Fig. 1: run 1, logic cells by family
(4 px per um)
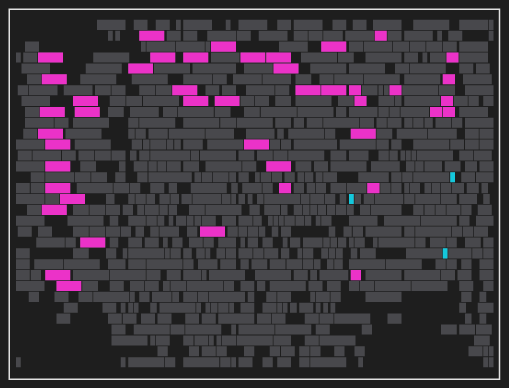
Fig. 2: run 1, sizing map
(4 px per um)
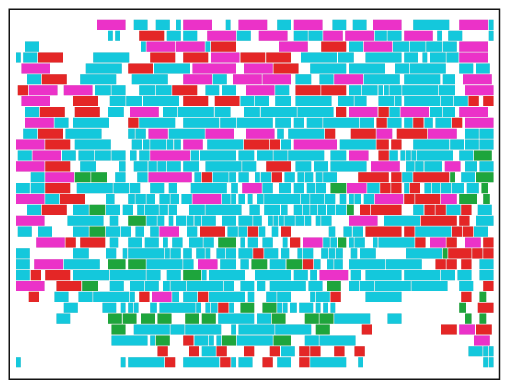
Fig. 3: run 1, congestion heat map
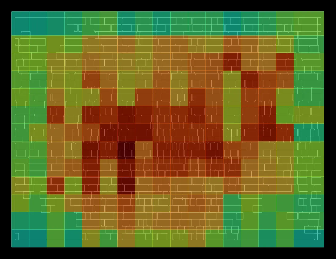
### src/rtl/load_store_unit.sv
// MEM-stage load/store unit: maps RV32I byte-address loads/stores onto a word-wide memory.
// Optional LSU_BYTE_EN_EN adds mem_be and makes SB/SH single-cycle; otherwise they use read-modify-write.
module load_store_unit #(
    parameter int unsigned MEM_AW = 10
) (
    input  logic        clk,
    input  logic        rst,
    input  logic        req_valid,
    output logic        req_ready,
    input  logic        req_we,
    input  logic [2:0]  req_funct3,
    input  logic [31:0] req_addr,
    input  logic [31:0] req_wdata,
    output logic        rsp_valid,
    output logic [31:0] rsp_rdata,
    output logic        rsp_err,
    output logic [31:0] mem_a,
    output logic [31:0] mem_wd,
    output logic        mem_we,
    input  logic [31:0] mem_rd
`ifdef LSU_BYTE_EN_EN
    ,
    output logic [3:0]  mem_be
`endif
);

    localparam logic [0:0] S_IDLE = 1'b0;
    localparam logic [0:0] S_RMW  = 1'b1;

    logic [0:0]  state;
    logic [1:0]  lane;
    logic [4:0]  shamt;
    logic [31:0] lane_data;
    logic [31:0] load_ext;
    logic [31:0] req_idx;
    logic        out_of_range;
    logic        illegal_f3;
    logic        misaligned;
    logic        req_error;
    logic        accept;
    logic        is_sub_store;

    assign lane      = req_addr[1:0];
    assign shamt     = {lane, 3'b000};
    assign lane_data = mem_rd >> shamt;
    assign req_idx   = {{(32-MEM_AW){1'b0}}, req_addr[MEM_AW+1:2]};

    assign out_of_range = |(req_addr >> (MEM_AW + 2));
    assign illegal_f3   = req_we ? (req_funct3 > 3'b010)
                                 : ((req_funct3 == 3'b011) || (req_funct3[2:1] == 2'b11));

    always_comb begin
        misaligned = 1'b0;
        case (req_funct3[1:0])
            2'b01:   misaligned = req_addr[0];
            2'b10:   misaligned = |req_addr[1:0];
            default: misaligned = 1'b0;
        endcase
    end

    assign req_error    = out_of_range | illegal_f3 | misaligned;
    assign accept       = req_valid & req_ready;
    assign is_sub_store = req_we & ~req_funct3[1];

    always_comb begin
        load_ext = lane_data;
        case (req_funct3)
            3'b000:  load_ext = {{24{lane_data[7]}}, lane_data[7:0]};
            3'b001:  load_ext = {{16{lane_data[15]}}, lane_data[15:0]};
            3'b100:  load_ext = {24'h000000, lane_data[7:0]};
            3'b101:  load_ext = {16'h0000, lane_data[15:0]};
            default: load_ext = lane_data;
        endcase
    end

`ifndef LSU_BYTE_EN_EN
    logic [MEM_AW-1:0] hold_idx;
    logic [31:0]       hold_word;
    logic [31:0]       lane_mask;
    logic [31:0]       merged;

    assign lane_mask = (req_funct3[0] ? 32'h0000FFFF : 32'h000000FF) << shamt;
    assign merged    = (mem_rd & ~lane_mask) | ((req_wdata << shamt) & lane_mask);
`endif

    // Memory port is gated by rst so a held-off RMW write can never fire during reset.
    always_comb begin
        req_ready = (rst == 1'b1) && (state == S_IDLE);
        mem_a     = '0;
        mem_wd    = '0;
        mem_we    = 1'b0;
`ifdef LSU_BYTE_EN_EN
        mem_be    = rst ? 4'b1111 : 4'b0000;
`endif
        if (rst) begin
`ifndef LSU_BYTE_EN_EN
            if (state == S_RMW) begin
                mem_a  = {{(32-MEM_AW){1'b0}}, hold_idx};
                mem_wd = hold_word;
                mem_we = 1'b1;
            end else
`endif
            if (req_valid) begin
                mem_a = req_idx;
                if (req_we && !req_error) begin
`ifdef LSU_BYTE_EN_EN
                    mem_we = 1'b1;
                    if (is_sub_store) begin
                        mem_wd = req_funct3[0] ? {2{req_wdata[15:0]}} : {4{req_wdata[7:0]}};
                        mem_be = req_funct3[0] ? (4'b0011 << lane) : (4'b0001 << lane);
                    end else begin
                        mem_wd = req_wdata;
                    end
`else
                    if (!is_sub_store) begin
                        mem_we = 1'b1;
                        mem_wd = req_wdata;
                    end
`endif
                end
            end
        end
    end

    always_ff @(posedge clk or negedge rst) begin
        if (!rst) begin
            state     <= S_IDLE;
            rsp_valid <= 1'b0;
            rsp_err   <= 1'b0;
            rsp_rdata <= '0;
`ifndef LSU_BYTE_EN_EN
            hold_idx  <= '0;
            hold_word <= '0;
`endif
        end else begin
            rsp_valid <= 1'b0;
            rsp_err   <= 1'b0;
            rsp_rdata <= '0;
            if (state == S_RMW) begin
                state     <= S_IDLE;
                rsp_valid <= 1'b1;
            end else if (accept) begin
                if (req_error) begin
                    rsp_valid <= 1'b1;
                    rsp_err   <= 1'b1;
                end else if (!req_we) begin
                    rsp_valid <= 1'b1;
                    rsp_rdata <= load_ext;
`ifndef LSU_BYTE_EN_EN
                end else if (is_sub_store) begin
                    state     <= S_RMW;
                    hold_idx  <= req_addr[MEM_AW+1:2];
                    hold_word <= merged;
`endif
                end else begin
                    rsp_valid <= 1'b1;
                end
            end
        end
    end

endmodule

### config.mk
export PLATFORM = sky130hd
export DESIGN_NAME = load_store_unit
export DESIGN_NICKNAME = d
export VERILOG_FILES = /design/src/rtl/load_store_unit.sv
export SDC_FILE = /design/constraint.sdc
export NUM_CORES = 1
export LEC_CHECK = 0
export CAP_MARGIN = 20
export CORE_ASPECT_RATIO = 0.75
export CORE_UTILIZATION = 45
export CTS_BUF_LIST = sky130_fd_sc_hd__clkbuf_8
export DETAILED_ROUTE_END_ITERATION = 8
export PLACE_DENSITY = 0.84
export SETUP_SLACK_MARGIN = 0.1
export SYNTH_ARGS = -nofsm -noshare
export SYNTH_HDL_FRONTEND = slang
export SYNTH_SLANG_ARGS = --single-unit
### constraint.sdc
create_clock -name clk -period 2.5 [get_ports clk]
set_input_delay 0.375 -clock clk [delete_from_list [all_inputs] [get_ports clk]]
set_output_delay 0.375 -clock clk [all_outputs]
set_load 0.1 [all_outputs]
==> impl_metrics.csv, run 1 <==
group,metric,value,unit
critical_path,cp-end-kind,"output port",
sta,fmax,0.3721,GHz
yosys,edf_count,0,
cells_and_area,final_nets,766,
cells_and_area,combGateArea,3030,um2
critical_path,cp.arrival,2.31,ns
cells_and_area,fin_util,76.33,%
cells_and_area,n_antenna_cell,0,
routing,routed_wl,16940,um
pwr,p_clk,0.00117,W
outcome,violations,"negative setup slack",
pwr,p_leak,3.683,nW
pwr,p_seq,0.00125,W
critical_path,endpoint,"mem_wd[29]",
floorplanning,dieArea,11250,um2
routing,first_iter_violations,520,
yosys,synthAoiAreaFrac,22.31,%
sta,setup_viol,32,
hold_path,hold_class,"in -> async",
sta,maxSlewViolCount,0,
critical_path,r2r-end,"hold_word[28]$_DFFE_PN0P_",
cells_and_area,syn2layout_area_growth,63.06,%
place,dp_slack,-0.4495,ns
critical_path,reg2reg_from,"state$_DFF_PN0_",
yosys,async_reset_ff_share,100.0,%
floorplanning,fp.dieH,92.13,um
critical_path,start_kind,"primary input",
sta,min_period,2.687,ns
outcome,status,"finished with violations",
critical_path,crit_start,"req_addr[24]",
pwr,ir_drop,0.3040,mV
sta,clock_skew,0.01002,ns
critical_path,crit_chain,"buf_6, or4_4, nor2_4, nand3_4, nor4_4, buf_6, buf_12, buf_16, a22o_4, buf_12",
pwr,pwr-share-comb,25.4,%
yosys,synth_area_per_cell,10.37,um2
critical_path,rr_worst_depth,5,
cells_and_area,drive_gt1_share,33.89,%
yosys,ys_cells,470,
place,dp_cells,774,
clocking,root_buffer,"clkbuf_8",
clocking,cts_max_level,3,
floorplanning,fp_util,46.81,%
sta,worst_slack,-0.1873,ns
yosys,flop_cell,"dfrtp_1",
-- Fig. 1 (at the start) --
| family | colour | cells |
|---|---|---|
| non-inverting ao/oa cells | magenta | 44 |
| inv cells | cyan | 3 |
most used logic cell in the final layout: clkdlybuf4s50_1
post-route insts no fill: 800
logic share of the area: 38.14%

-- Fig. 2 (at the start) --
| size | colour | cells | share | most used |
|---|---|---|---|---|
| _0 and _1 cells | cyan | 439 | 66% | clkdlybuf4s50_1 |
| _6 and larger | magenta | 73 | 11% | buf_12 |
| _3 and _4 cells | red | 109 | 16% | buf_4 |
| _2 cells | green | 43 | 6.5% | nor3_2 |

-- Fig. 3 (at the start) --
Routed wire per std cell: 21.17 um
met3 Use GR: 7.027%
gr busiest metal: met2
GR Util All Layers: 30.25%
GR Util met1: 37.54%

[run 1: through the flow]
stage	instance area (um2)	hold WS [ns]
after floorplan	5268	0.07941
after global placement	7487	0.4076
after detailed placement	7487	0.4094
after CTS	7910	0.02473
after global routing	7946	0.03827
final	7946	0.03099
[run 1: area by class of cell]
type,instances,area share [%]
inverter,3,0.1417
sequential,77,24.25
tap,136,2.141
timing repair buffer,220,32.22
clock buffer,10,1.732
multi-input combinational,348,38.14
clock inverter,6,1.386
[run 1: routing by layer]
layer  vias up  share of wire [%]  global-route usage, %
li1       2104                  -                      -
met2       320                 48                  50.00
met4         0                4.4                  13.31
met3        73                9.7                  7.027
met1      2295                 38                  37.54
met5         -                  0                      0
[run 1: synth_stat cells (2+ instances only)]
master    instances  area share, %
inv_1             2           0.15
nor3_2           16            3.3
buf_6             3           0.69
nor2_1           23            1.8
a211oi_1         17            2.6
buf_2             7           0.72
and3_1            2           0.26
o211ai_1          9            1.4
buf_1             5           0.39
a22o_1           43            7.7
buf_4            26            4.0
o21ai_0          10            1.0
nand3b_1          3           0.46
nor4_1            4           0.51
or4_1             2           0.31
o22ai_1          14            1.8
a211oi_2          6            1.5
nor2b_1          17            2.2
clkbuf_1         22            1.7
nand3_1           3           0.31
nand2_1          15            1.2
mux2_2            8            1.8
mux2i_1          25            5.1
ha_1              4            1.0
dfrtp_1          77             40
a21oi_1          31            3.2
a22oi_1          16            2.5
mux2_1           43            9.9
[run 1: timing repair]
action,in CTS,in global routing
hold endpoints to repair,0,0
setup buffers,4,5
pin swaps,15,13
resized,54,9
hold buffers,0,0
gates cloned,3,0
endpoints found under the setup margin,115,33
[run 1: state kept, by name (all words and copies together) (netlist names)]
signal	count
state	1
rsp_valid	1
rsp_rdata	32
hold_word	32
rsp_err	1
hold_idx	10
==> inputs of run 2 (changes only) <==
--- a/config.mk
+++ b/config.mk
@@ -5,7 +5,6 @@
 export SDC_FILE = /design/constraint.sdc
 export NUM_CORES = 1
 export LEC_CHECK = 0
-export CAP_MARGIN = 20
 export CORE_ASPECT_RATIO = 0.75
 export CORE_UTILIZATION = 45
 export CTS_BUF_LIST = sky130_fd_sc_hd__clkbuf_8
Fig. 4: run 2, congestion heat map
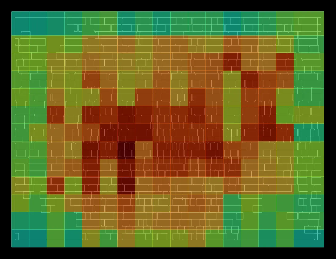
met2 Track Usage GR: 50.00%
final core utilization: 76.33%

==> impl_metrics.csv, run 2 <==
group,metric,value,unit
sta,hold_viol,0,
global_routing,antenna_found_initial,0,
global_routing,grt-ovfl-total,0,
floorplanning,io_pins,203,
flow_run,warning_count,32,
yosys,async_reset_ff_share,100.0,%
pwr,ir_drop,0.3040,mV
sta,setup_viol,32,
yosys,synth_xor_xnor_area_share,0,%
yosys,simple_gate_area_share,12.40,%
routing,wire_per_inst,21.17,um
outcome,status,"finished with violations",
yosys,ys_types,45,
place,routabilityCongestion,0.9224,
routing,dr.pass1.iters,6,
sta,fmax,0.3721,GHz
critical_path,crit_type,"in -> out",
floorplanning,fp.dieH,92.13,um
yosys,synth_area_per_cell,10.37,um2
yosys,ys_area,4873,um2
routing,antenna_left,0,
floorplanning,dieArea,11250,um2
routing,routed_wl,16940,um
cells_and_area,stdcell_count,800,
cells_and_area,drive_gt1_share,33.89,%
cells_and_area,design_area,7946,um2
routing,vias_per_cell,5.990,
yosys,edf_count,0,
yosys,top_cell,"dfrtp_1",
yosys,ys_cells,470,
sta,worst_slack,-0.1873,ns
yosys,ys.flops,77,
yosys,synth_area,4873,um2
routing,first_iter_violations,520,
clocking,cts.sinks,77,
critical_path,r2r_slack,0.47,ns
flow_run,drv_cap,0,
cells_and_area,lay_top_count,"clkdlybuf4s50_1",
cells_and_area,final_nets,766,
yosys,largest_area_cell,"dfrtp_1",
yosys,top_cell_area_share,39.54,%
clocking,clock_latency,0.36,ns
critical_path,rr_worst_depth,5,
sta,clock_skew,0.01002,ns
cells_and_area,top_regs,"hold_word: 32 flops, rsp_rdata: 32 flops, hold_idx: 10 flops",
routing,drc,0,
place,dp_hpwl,12010,um
clocking,ctsResizeCount,54,
clocking,numCtsBuffers,9,
critical_path,endpoint,"mem_wd[29]",
global_routing,track_usage,30.25,%
clocking,cts_setup_buffers,4,
sta,maxSlewViolCount,0,
clocking,root_buffer,"clkbuf_8",
critical_path,cp_max_fo,8,
clocking,ctsHoldBuffers,0,
cells_and_area,final_layout_top_logic_cells,"83 x clkdlybuf4s50_1, 77 x dfrtp_1, 63 x buf_4, 52 x buf_12, 43 x mux2_1",
sta,tightest_slew,0.7036,ns
critical_path,cp-end-kind,"output port",
critical_path,r2r-end,"hold_word[28]$_DFFE_PN0P_",
critical_path,cp.arrival,2.31,ns
place,dp_cells,774,
yosys,ys_top_cells_by_count,"77 x dfrtp_1, 43 x a22o_1, 43 x mux2_1, 31 x a21oi_1, 26 x buf_4",
yosys,synthTopCellsByArea,"dfrtp_1 40%, mux2_1 9.9%, a22o_1 7.7%",
cells_and_area,syn2layout_area_growth,63.06,%
sta,min_period,2.687,ns
critical_path,crit_required,2.12,ns
floorplanning,fp_util,46.81,%
yosys,flop_cell,"dfrtp_1",
place,placed_area,7487,um2
hold_path,hold_class,"in -> async",
yosys,synthAoiAreaFrac,22.31,%
cells_and_area,n_antenna_cell,0,
critical_path,crit_start,"req_addr[24]",
critical_path,reg2reg_from,"state$_DFF_PN0_",
critical_path,start_kind,"primary input",
clocking,cts_tree,"built",
outcome,violations,"negative setup slack",
clocking,cts_max_level,3,
pwr,p_leak,3.683,nW
==> run 2: cell counts after synthesis <==
No cell type changed its count.
==> run 2: worst max-delay path: stages <==
cell and delay [ns]:
buf_6 0.09, or4_4 0.54, nor2_4 0.16, nand3_4 0.10, nor4_4 0.30, buf_6 0.20
buf_12 0.12, buf_16 0.13, a22o_4 0.14, buf_12 0.17
==> run 2: logic make-up (layout without fill, tap and decap cells) <==
kind of cell / count (synthesis) / in the layout
buffers and inverters: 66 / 239
multiplexers: 76 / 76
AND/OR/NAND/NOR: 96 / 96
other: 1 / 22
AND-OR/OR-AND: 150 / 150
adder cells (fa/ha/maj): 4 / 4
flip-flops: 77 / 77
==> run 2: where the power goes <==
group          switching [W]  internal [W]
sequential       0.000000671       0.00125
clock               0.000479      0.000688
combinational       0.000520      0.000303
==> run 2: stage by stage <==
step / worst slack (ns) / hold slack [ns] / TNS [ns]
CTS: -0.1679 / 0.02473 / -3.658
global route: -0.2376 / 0.03827 / -4.723
global placement: -0.4024 / 0.4076 / -33.52
floorplan: 0.08999 / 0.07941 / 0
detailed placement: -0.4495 / 0.4094 / -37.03
finish: -0.1873 / 0.03099 / -3.085
==> run 2: routing by layer <==
layer | vias up | wire length, um | global-route usage, %
met3 | 73 | 1638 | 7.027
li1 | 2104 | - | -
met1 | 2295 | 6432 | 37.54
met5 | - | 0 | 0
met4 | 0 | 750 | 13.31
met2 | 320 | 8117 | 50.00
==> run 2: area by class of cell <==
| type | count | area, um2 |
|---|---|---|
| inverter | 3 | 11.26 |
| clock inverter | 6 | 110.1 |
| clock buffer | 10 | 137.6 |
| tap | 136 | 170.2 |
| sequential | 77 | 1927 |
| multi-input combinational | 348 | 3030 |
| timing repair buffer | 220 | 2560 |
| fill | 641 | 2464 |
Power is estimated from default activity; no workload was simulated.
